==> config.mk <==
export PLATFORM = sky130hd
export DESIGN_NAME = namuru_if_player
export DESIGN_NICKNAME = d
export VERILOG_FILES = /design/src/rtl/namuru_if_player.sv
export SDC_FILE = /design/constraint.sdc
export NUM_CORES = 1
export LEC_CHECK = 0
export ABC_AREA = 0
export CORE_MARGIN = 3
export CORE_UTILIZATION = 57
export DETAILED_ROUTE_END_ITERATION = 7
export PLACE_DENSITY = 0.83
export SLEW_MARGIN = 20
export SYNTH_ARGS = -nofsm -noshare
export SYNTH_HDL_FRONTEND = slang
export SYNTH_SLANG_ARGS = --single-unit
==> constraint.sdc <==
create_clock -name sys_clk -period 8 [get_ports sys_clk]
set_clock_uncertainty 0.15 [all_clocks]
set_input_delay 1.6 -clock sys_clk [delete_from_list [all_inputs] [get_ports sys_clk]]
set_output_delay 1.6 -clock sys_clk [all_outputs]
set_load 0.05 [all_outputs]
==> run_1/met1.png <==
Scale bar: 50 um. Supply wires on this layer in gray.
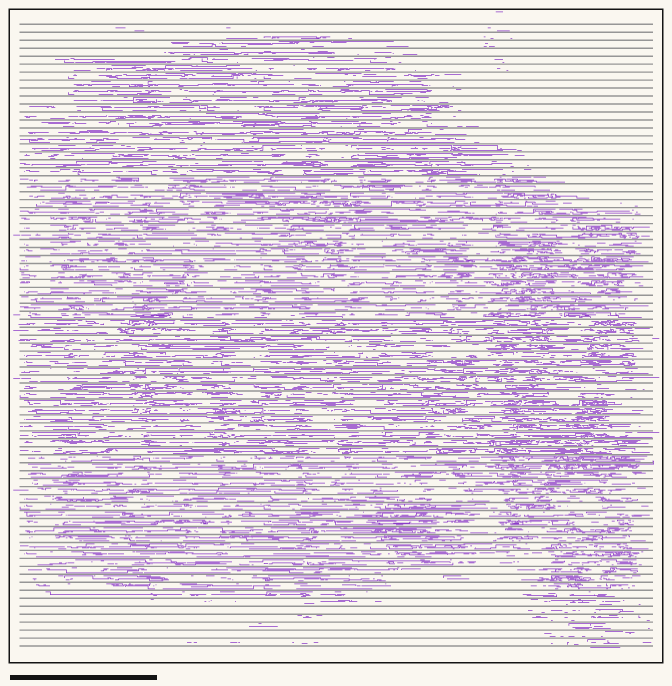
The wires run mostly horizontal. 1780 nets have wire on it. The layer carries 23.5 mm of wire. The longest straight run is 44.8 um.
routed wire length: 65100 um
number of vias after detailed routing: 16200

==> run_1/met2.png <==
Cells faint in the background.
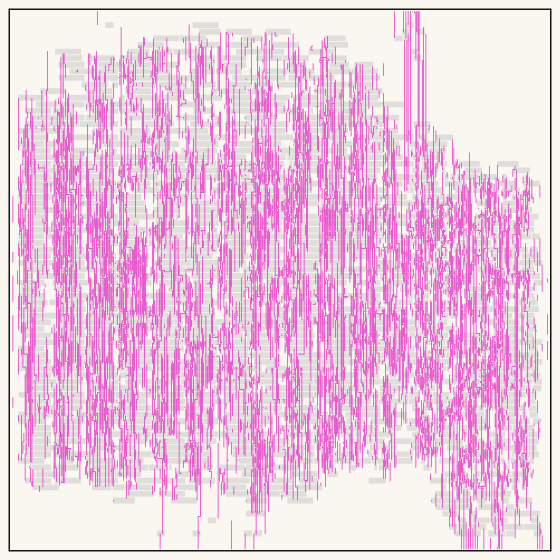
The wires run mostly vertical. The layer carries 33.1 mm of wire.
met2 layer usage reported by global route: 0.4454

==> run_1/met3.png <==
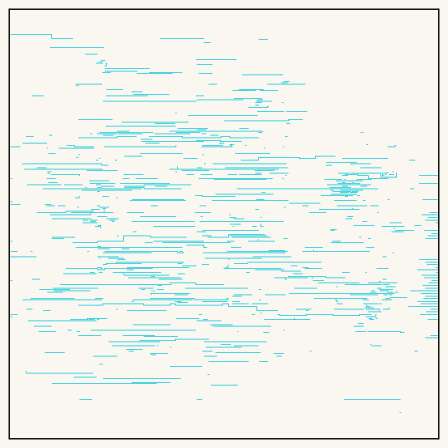
254 nets have wire on it. The wires run mostly horizontal. The longest straight run is 73.1 um.
met3 usage: 0.05298

==> summary.txt, run 1 <==
On the backend side, the flow ran end to end.

In the final layout, excluding clock buffers the buffer count is 116. The total CTS buffers stands at 68. The combinational share of cell area stands at 0.2596. The clock network power reported by the tool is 3.05 mW. The critical path depth in cells stands at 17. The xor and xnor fraction of the mapped netlist area stands at 0.008197. The total iterations of the first detailed-routing run stands at 6. The global-route usage over all layers stands at 0.2657. Among the non-sequential cells, multiplexers take the most area. The power after layout stands at 6.854 mW. After routing the design area is 30430 um^2. The commonest register cell is edfxtp_1. The die width stands at 222.5 um. The worst setup path is captured at a register. In this run the power spent charging and discharging nets is 1.360 mW. The finished design was reported to have a net count of 1872. Of the total synthesized cell area, the portion taken by full adders, half adders and majority gates is 0.007026. The tightest min-delay check is of the reg -> reg type.

The worst setup path is of the in -> reg kind. 86 I/O pins were placed. The total global routing overflow stands at 0. The area fraction in and, or, nand and nor cells stands at 0.07677.

Of the post-synthesis cell area, the dominant cell type holds 0.5756. Based on the critical path, the design can be clocked at up to 174.2 MHz. The via density per instance stands at 6.590. The cell-mix breakdown from Yosys lists the compound-gate area share as 0.07499. The cell sitting at the root of the clock tree is a clkbuf_16. The detailed placement HPWL stands at 34220 um. The clock sink count stands at 666.

The measured slew at the worst slew-check pin stands at 1.032 ns. The critical path contains buffers and inverters numbering 2 combined. In the final report, the number of pins over their slew limit comes to 0. The area fraction in mux cells stands at 0.1237. The switching power share of the total stands at 0.1984. The average wire per cell in the routed design stands at 26.47 um. The cell sequence reported for the critical path is clkdlybuf4s50_1, nor4b_2, nand4_1, o21ai_1, nand4_1, and2_0, buf_4, or2_2, ha_1, xor2_1, ha_1, a21oi_1, nor3b_1, o21ai_0, a21oi_1, xnor2_1, nor2_1. Setup repair after global routing left no endpoint under its margin. The pre-CTS worst setup slack stands at 1.774 ns. The max-slew headroom at the worst pin stands at 0.3122. For met1 alone, demand over resource in global routing was 0.3433.

According to the cell report, the number of logic gates is 935. The flow ran to the end, and the final reports show no timing, DRC or antenna violations.
==> run_1/met4.png <==
Scale bar: 50 um. Supply wires on this layer in gray.
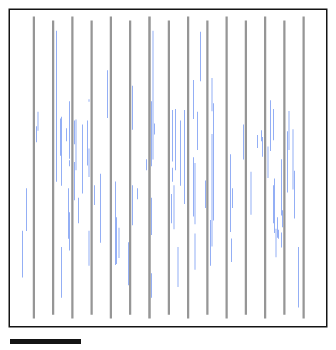

## Run 2: what changed since run 1
Settings changed: CORE_UTILIZATION 57 to 55.
Clock period 8 ns to 4.85 ns, I/O delays scaled along.
==> run_2/met4.png <==
Scale bar: 50 um. Supply wires on this layer in gray.
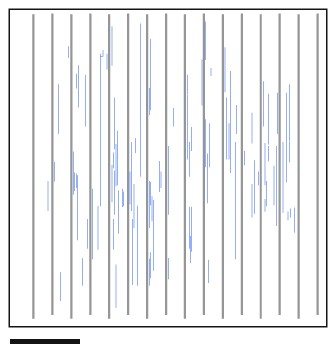
The longest straight run is 110 um. 62 nets have wire on it. The layer holds 4.2% of the routed length. The layer carries 2690 um of wire.
routed wire length: 64080 um
number of vias after detailed routing: 16250

==> run 2 against run 1 <==
  * Area after synthesis did not move
  * Non-clock buffer count is 20 higher
  * Global-route usage fell by 1.1 points
  * Design area rose by 1.3%
  * Highest routed layer unchanged
  * Critical path type unchanged
  * Largest power group unchanged
  * Power rose by 67%
==> summary.txt, run 2 <==
On the backend side, the flow ran end to end.

The dominant cell type by area after synthesis is edfxtp_1 (unchanged). The worst hold path class is reg -> reg (unchanged). The most utilized layer in the global route result is met2 (unchanged). The cell area after layout stands at 30810 um^2 (was 30430 um^2). The category of the critical setup timing path is in -> reg (unchanged). The met2 wirelength from detailed routing stands at 31950 um (was 33090 um). The relative contribution of combinational cells to total power came to 0.013 (about the same). In this build the clock could be raised as far as 232.3 MHz. RSZ-0062 raised after global routing: no (unchanged). The site row count came to 80 (was 78). The area fraction in and, or, nand and nor cells is 0.07677 (unchanged). The cell at the root of the clock tree is clkbuf_16 (unchanged). The xor and xnor fraction of the mapped netlist area stands at 0.008197 (unchanged).

The number of failing setup endpoints in the final timing report stands at 0 (unchanged). The wire length the detailed router placed on met1 stands at 23110 um (was 23510 um). The fraction of the core area occupied by cells at floorplan stands at 0.5583 (was 0.5824). The measured slew at the worst slew-check pin stands at 1.117 ns (was 1.032 ns). The area share of the largest cell type after synthesis came to 0.5756 (unchanged). The global-route met3 utilization is 0.05761 (was 0.05298). Status: finished clean (unchanged). The largest power group is registers (unchanged). The number of nets in the layout stands at 1890 (was 1872). The post-synthesis area per instance is 15.50 um^2 (unchanged). The clock sink count stands at 666 (unchanged).

The power in combinational cells stands at 0.153 mW (was 0.0895 mW). The critical path capture point type was a register (unchanged). The total met3 wirelength after detailed routing stands at 6334 um (was 6051 um). The main flop type is edfxtp_1 (unchanged).

The combinational share of cell area came to 0.2590 (was 0.2596). The number of multi-input combinational cells in the layout came to 935 (unchanged). The number of nets with antenna violations after detailed routing is 0 (unchanged). The largest buffer count on any clock path stands at 3 (unchanged). The smallest clock period supported by the final layout is computed as 4.305 ns. The total of fill cells in the finished design stands at 3148 (was 2962). The via density per instance came to 6.518 (was 6.590). The total global routing overflow stands at 0 (unchanged). The area share of and-or/or-and cells after synthesis stands at 0.07499 (unchanged). The area fraction in mux cells stands at 0.1237 (unchanged).

The highest routed metal layer is met4 (unchanged). The post-route worst setup slack is 0.5445 ns (was 2.259 ns). The power after layout came to 11.42 mW (was 6.854 mW).

The cell leakage power stands at 9.713 nW (was 9.544 nW). Cell breakdown of the critical path: clkdlybuf4s50_1, or4b_1, o31ai_1, o21ai_1, and3_1, o21ai_2, buf_12, or2_2, ha_1, xor2_1, ha_1, a21oi_1, nor3b_1, o21ai_0, a21oi_1, xnor2_1, nor2_1 (was clkdlybuf4s50_1, nor4b_2, nand4_1, o21ai_1, nand4_1, and2_0, buf_4, or2_2, ha_1, xor2_1, ha_1, a21oi_1, nor3b_1, o21ai_0, a21oi_1, xnor2_1, nor2_1). The cell type group with the largest total delay on the critical path was simple AND/OR/NAND/NOR gates (unchanged). The proportion of power drawn by flip-flops and latches is 0.537 (was 0.542). The die width came to 226.4 um (was 222.5 um).

The met1 usage in global routing came to 0.3225 (was 0.3433). The critical path depth in cells stands at 17 (unchanged). The post-layout utilization of the core stands at 0.6440 (was 0.6634). The number of synthesized flops with an enable pin stands at 512 (unchanged). The detailed placement HPWL came to 37570 um (was 34220 um). The power in the clock group came to 5.14 mW (was 3.05 mW). The number of buffers outside the clock class in the layout came to 136 (was 116). The main logic family after synthesis is multiplexers (unchanged). The total CTS buffers stands at 66 (was 68).

The maximum level of the CTS H-tree stands at 3 (unchanged). The switching power share of the total came to 0.1966 (was 0.1984). The met2 routing resource usage after global routing stands at 0.4299 (was 0.4454). The required time of the worst setup path came to 5.18 ns (was 8.32 ns). The number of inserted diodes stands at 0 (unchanged). The adder and majority cell fraction of the synthesized area stands at 0.007026 (unchanged).

The sequential portion of the cell area came to 0.5993 (was 0.6068). The total iterations of the first detailed-routing run stands at 6 (unchanged). The max-slew headroom at the worst pin stands at 0.2551 (was 0.3122). The switching component of the power came to 2.245 mW (was 1.360 mW).

The maximum vdd drop was 0.2603 mV (was 0.2098 mV). The placement-stage cell area is 28600 um^2 (was 28240 um^2). The logic depth of the worst register-to-register path came to 18 (unchanged).

The boundary pin count stands at 86 (unchanged). The average wire per cell in the routed design stands at 25.70 um (was 26.47 um). The count of final max-slew check failures stands at 0 (unchanged). The global-route usage over all layers was 0.2551 (was 0.2657). The combined buffer and inverter count along the critical path came to 2 (unchanged). The pre-CTS worst setup slack is 0.01285 ns (was 1.774 ns).
Power is estimated from default activity; no workload was simulated.
